==> config.mk <==
export PLATFORM = sky130hd
export DESIGN_NAME = serial_adder
export DESIGN_NICKNAME = d
export VERILOG_FILES = /design/src/rtl/serial_adder.sv
export SDC_FILE = /design/constraint.sdc
export NUM_CORES = 1
export LEC_CHECK = 0
export CAP_MARGIN = 25
export CELL_PAD_IN_SITES_DETAIL_PLACEMENT = 2
export CELL_PAD_IN_SITES_GLOBAL_PLACEMENT = 2
export CORE_ASPECT_RATIO = 1.1
export CORE_UTILIZATION = 32
export DETAILED_ROUTE_END_ITERATION = 7
export GPL_TIMING_DRIVEN = 0
export PLACE_DENSITY = 0.81
export SLEW_MARGIN = 20
export SYNTH_ARGS = -nofsm -noshare
export SYNTH_HDL_FRONTEND = slang
export SYNTH_SLANG_ARGS = --single-unit
==> constraint.sdc <==
create_clock -name clk -period 2.1 [get_ports clk]
set_input_delay 0.315 -clock clk [delete_from_list [all_inputs] [get_ports clk]]
set_output_delay 0.315 -clock clk [all_outputs]
set_load 0.02 [all_outputs]
==> src/rtl/serial_adder.sv <==
// Digit-serial adder/subtractor: one DIGIT-bit ripple slice plus a carry flop,
// walking WIDTH-bit operands LSB-first with valid/ready on both sides.
module serial_adder #(
   parameter int WIDTH = 8,
   parameter int DIGIT = 1
) (
   input  logic             clk,
   input  logic             rst_n,
   input  logic             in_valid,
   output logic             in_ready,
   input  logic [WIDTH-1:0] a,
   input  logic [WIDTH-1:0] b,
   input  logic             cin,
   input  logic             sub,
   output logic             out_valid,
   input  logic             out_ready,
   output logic [WIDTH-1:0] sum,
   output logic             cout,
   output logic             overflow,
   output logic             busy
);

   localparam int NDIG = WIDTH / DIGIT;
   localparam int CW   = (NDIG > 1) ? $clog2(NDIG) : 1;
   localparam logic [CW-1:0] LAST = CW'(NDIG - 1);

   generate
      if (WIDTH < 2) begin : g_chk_width
         $error("serial_adder: WIDTH must be at least 2");
      end
      if ((DIGIT < 1) || (WIDTH % DIGIT != 0)) begin : g_chk_digit
         $error("serial_adder: DIGIT must divide WIDTH exactly");
      end
   endgenerate

   typedef enum logic [1:0] {IDLE, BUSY, DONE} state_t;

   state_t            state, state_nxt;
   logic [WIDTH-1:0]  a_sh, b_sh, s_sh, s_nxt, sum_r;
   logic [CW-1:0]     count;
   logic              carry, cout_r, ovf_r;
   logic [DIGIT-1:0]  d_sum;
   logic              d_cout, c_msb, accept;

   // Ripple slice: the low digit of each shift register plus the carry flop.
   always_comb begin
      {d_cout, d_sum} = {1'b0, a_sh[DIGIT-1:0]} + {1'b0, b_sh[DIGIT-1:0]}
                        + {{DIGIT{1'b0}}, carry};
      c_msb = a_sh[DIGIT-1] ^ b_sh[DIGIT-1] ^ d_sum[DIGIT-1];
      s_nxt = WIDTH'({d_sum, s_sh} >> DIGIT);
   end

   assign accept = (state == IDLE) && in_valid;

   always_ff @(posedge clk or negedge rst_n) begin
      if (!rst_n) state <= IDLE;
      else        state <= state_nxt;
   end

   always_comb begin
      state_nxt = state;
      case (state)
         IDLE:    if (in_valid) state_nxt = BUSY;
         BUSY:    if (count == LAST) state_nxt = DONE;
         DONE:    if (out_ready) state_nxt = IDLE;
         default: state_nxt = IDLE;
      endcase
   end

   always_ff @(posedge clk or negedge rst_n) begin
      if (!rst_n) begin
         a_sh   <= '0;
         b_sh   <= '0;
         s_sh   <= '0;
         sum_r  <= '0;
         count  <= '0;
         carry  <= 1'b0;
         cout_r <= 1'b0;
         ovf_r  <= 1'b0;
      end else if (accept) begin
         // Subtraction is A + ~B + ~cin, so invert B and fold sub into the carry.
         a_sh  <= a;
         b_sh  <= sub ? ~b : b;
         carry <= cin ^ sub;
         count <= '0;
      end else if (state == BUSY) begin
         a_sh  <= a_sh >> DIGIT;
         b_sh  <= b_sh >> DIGIT;
         s_sh  <= s_nxt;
         carry <= d_cout;
         count <= count + 1'b1;
         if (count == LAST) begin
            sum_r  <= s_nxt;
            cout_r <= d_cout;
            ovf_r  <= c_msb ^ d_cout;
         end
      end
   end

   assign in_ready  = (state == IDLE);
   assign out_valid = (state == DONE);
   assign busy      = (state == BUSY);
   assign sum       = sum_r;
   assign cout      = cout_r;
   assign overflow  = ovf_r;

endmodule
==> run notes, run 1 <==
Results of the flow run.

The run finished with clean final reports. The global-route track usage on met3 stands at 3.409%. The transition time recorded at the tightest slew-check pin is 0.8057 ns. Of the total power, registers draw 39.4%.

For this sky-water flow run, the detailed-routed wirelength per cell is reported as 15.48 um. Looking at the hold checks, the worst path lands on s_sh[1]. The area of the multi-input gates stands at 698.2 um2.

The number of cells traversed by the worst register-to-register path stands at 5. The reported max-cap violation count stands at 0. Summing the sequential cell areas from Yosys gives 56.03% of the chip area. The OpenROAD report gives the critical path a data arrival time of 1.68 ns.

Synthesis produced 168 cells. In this run the tools logged warnings totalling 26. The main area contributors are dfrtp_1 (56%), nand2_1 (12%), mux2_2 (5.8%). The largest total area in the synthesized netlist belongs to dfrtp_1. Looking at the reg2reg group, the worst path starts from count[0]. Global routing put the most usage on met2. The wire length of the first global-routing pass stands at 7.403 mm. Buffers outside the clock tree occupy 18.26% of the routed design's cell area. The minimum setup slack after placement stands at 0.07186 ns. The mapped netlist covers 1742 um2.

Per the area breakdown, the dominant cell category is flip-flops and latches. The number of vias in the routed layout stands at 1351. The first routing iteration left 45 violations. The critical path is of the register to primary output type. The worst hold slack stands at 0.4921 ns. The final-layout clock-cell area share stands at 3.850%. Across the whole layout, multi-input logic makes up 30.69% of the cell area.

STA classifies the critical path endpoint as a primary output. After clock tree synthesis, the flow added hold-fix buffers numbering 1. Looking at the critical path, the single cell with the biggest stage delay is dfrtp_1. Per the layout report, the design carries 549 filler cells. After detailed routing, no signal wire sits above met4. The global routing usage on met1 stands at 20.21%.

The post-synthesis share of cell area spent on and, or, nand and nor gates stands at 17.46%. Per the synthesis report, the adder-cell share of the synthesized area is 2.586%. Tracing the worst setup path back leads to its startpoint at state[1]. The total overflow left after global routing is 0. The H-tree was split into 2 levels. The met2 track utilization from global routing stands at 31.87%.

The static power due to leakage stands at 1.063 nW. The clock sink count stands at 39. At the end of the flow the core is filled with cells to 44.30%. For this run the detailed placement stage logged an HPWL of 3.372 mm.

The total placed cells including tap cells stands at 274. Among the non-sequential cells, simple AND/OR/NAND/NOR gates take the most area. The met3 layer wire length in the routed design stands at 151 um.

OpenSTA lists the critical path endpoint as busy. In the synthesized netlist, mux cells make up 5.819% of the area. The largest net degree at the start of global routing stands at 27. Counting every net in the synthesized netlist gives 193. The tally of buffers added on design ports stands at 33. The worst-case IR drop observed on VDD is 0.0004865 V. For this run, the number of Yosys warnings is 0.

The number of well taps stands at 72. The async set-reset flop share out of synthesis stands at 100.0%. The sequential power stands at 1.29 mW. TritonCTS built the clock tree.

The critical path runs through a total of 4 cells. Summed over its instances, the top area cell type makes up 56.03% of the synthesized netlist area. The placement-stage cell area stands at 2177 um2. At the end of the flow, the number of nets in the layout was 235. The mean instance size in the synthesized netlist stands at 10.37 um2.

The number of antenna diodes in the final layout is 0. The worst hold path passes through 2 cells. The minimum setup slack among reg-to-reg paths stands at 0.37 ns.
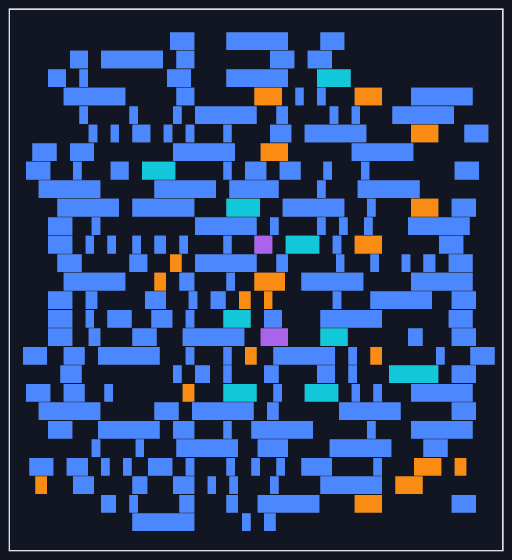
Run 1: cells by drive strength
legend:
  orange:
    size: _2 cells
    cells: 19
    most_used: mux2_2
  purple:
    size: _3 and _4 cells
    cells: 2
  blue:
    size: _0 and _1 cells
    cells: 180
    most_used: nand2_1
  cyan:
    size: _6 and larger
    cells: 9
    most_used: clkbuf_8
finished layout cell area: 2275 um2
final setup slack of the worst path: 0.1047 ns
Non-CTS buffers: 44
area overhead of the layout relative to synthesis: 30.60%

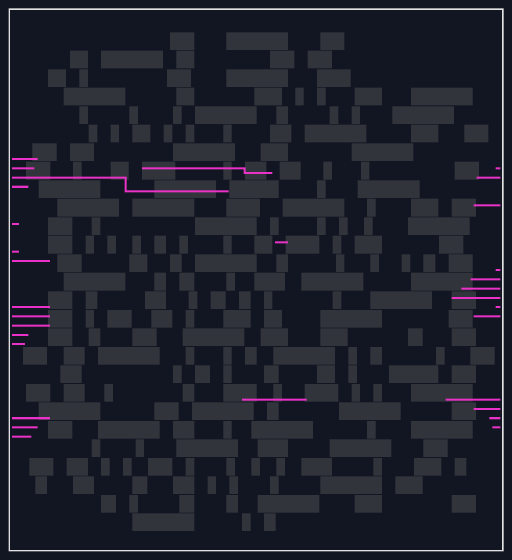
Run 1: M3 wires
Cells faint in the background.
longest straight run: 16.6 um
share of all routed wire: 3.5%
nets with wire on the layer: 29
main direction: horizontal
wire length on this layer: 152 um

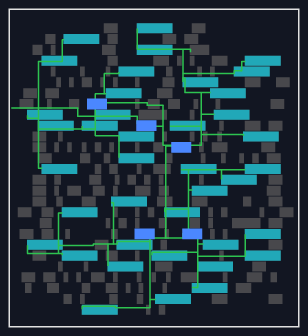
Run 1: clock distribution
legend:
  blue:
    item: clock drivers
    count: 5
  cyan:
    item: flip-flops
    count: 39
  green:
    item: clock wires
    length: 488 um
routed clock nets: 6
latest clock arrival within the worst-skew pair: 0.29 ns
power share of the clock group: 15.6%

==> run 2, diff against run 1 <==
- HOLD_SLACK_MARGIN: default -> 0.08
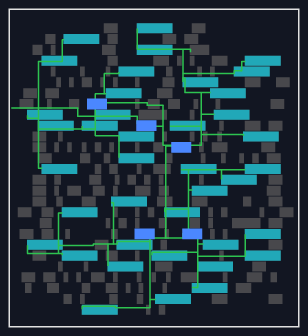
Run 2: clock distribution
legend:
  cyan:
    item: flip-flops
    count: 39
  blue:
    item: clock drivers
    count: 5
  green:
    item: clock wires
    length: 488 um
routed clock nets: 6
flops lie: all over the die

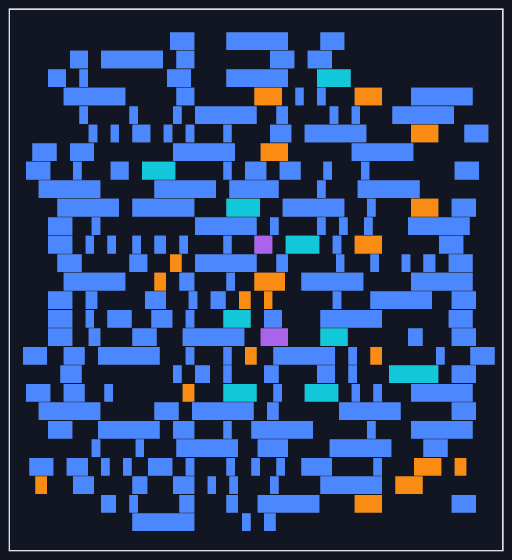
Run 2: cells by drive strength
legend:
  orange:
    size: _2 cells
    cells: 19
    most_used: mux2_2
  blue:
    size: _0 and _1 cells
    cells: 180
    most_used: nand2_1
  purple:
    size: _3 and _4 cells
    cells: 2
  cyan:
    size: _6 and larger
    cells: 9
    most_used: clkbuf_8

==> run 2 against run 1 <==
Against the previous run:
- flip-flop count unchanged
- design area unchanged
- clock power about the same
- clock skew unchanged
- largest power group unchanged
- core utilization unchanged
- power unchanged
- area after synthesis unchanged
- global-route usage unchanged
- cell count unchanged
- critical path type unchanged
- maximum frequency unchanged
==> run notes, run 2 <==
Results of the flow run.

The flow ran to the end, and the final reports show no timing, DRC or antenna violations. The count of H-tree levels built during CTS was 2 (unchanged). The static power due to leakage stands at 1.063 nW (unchanged). The reported max-cap violation count stands at 0 (unchanged).

The area growth from synthesis to layout stands at 30.60% (unchanged). The minimum setup slack among reg-to-reg paths stands at 0.37 ns (about the same). The net count reported at finish came to 235 (unchanged). The violation count after the first detailed-route iteration is 45 (unchanged). The per-cell routed wire length stands at 15.48 um (unchanged). met2 is the most crowded layer. For reference, the critical path is launched at state[1]. The aggregate global routing overflow came to 0 (unchanged).

The count of buffers not belonging to the clock network in the layout stands at 44 (unchanged). The worst-case vdd ir drop stands at 0.0004865 V (unchanged). Per the timing report, the most critical flop-to-flop path originates at count[0]. The clock network fraction of total power stands at 15.6% (about the same). The number of vias in the routed layout is 1351 (unchanged). The post-synthesis share of cell area spent on and, or, nand and nor gates was 17.46% (unchanged). The fraction of synthesized area in multiplexers was 5.819% (unchanged). The part of the total power dissipated in sequential elements stands at 39.4% (about the same). The largest individual stage delay along the critical path comes from the cell dfrtp_1.

The arrival time of data at the critical path endpoint stands at 1.68 ns (about the same). The wire length of the first global-routing pass was 7.403 mm (unchanged). The proportion of cell area occupied by multi-input gates is 30.69% (unchanged). The mean instance size in the synthesized netlist is 10.37 um2 (unchanged). For reference, the top cells by area after synthesis are dfrtp_1 (56%), nand2_1 (12%), mux2_2 (5.8%). The slew of the pin with the lowest slew margin came to 0.8057 ns (unchanged). The tally of buffers added on design ports is 33 (unchanged). The total nets after synthesis stands at 193 (unchanged).

The largest net degree at the start of global routing stands at 27 (unchanged). Following the worst setup path forward leads to its endpoint at busy. The count of tool warnings stands at 26 (unchanged).

The worst hold slack stands at 0.4921 ns (unchanged). TritonCTS built the clock tree. The async set-reset flop share out of synthesis is 100.0% (unchanged). The met2 track utilization from global routing came to 31.87% (unchanged).

The share of the synthesized area in the top cell type stands at 56.03% (unchanged). Looking at area per cell type in the netlist, the leader is dfrtp_1. The highest layer touched by signal routing is met4.

The sequential-to-total area share from yosys stat stands at 56.03% (unchanged). The clock network latency to the later pin of the worst-skew pair was 0.29 ns (about the same). The design area stands at 2275 um2 (unchanged). The largest cell class by area is flip-flops and latches. The minimum setup slack after placement came to 0.07186 ns (unchanged).

For hold timing, the worst endpoint is s_sh[1].
No activity file was given, so power comes from the tool's default toggle rates.
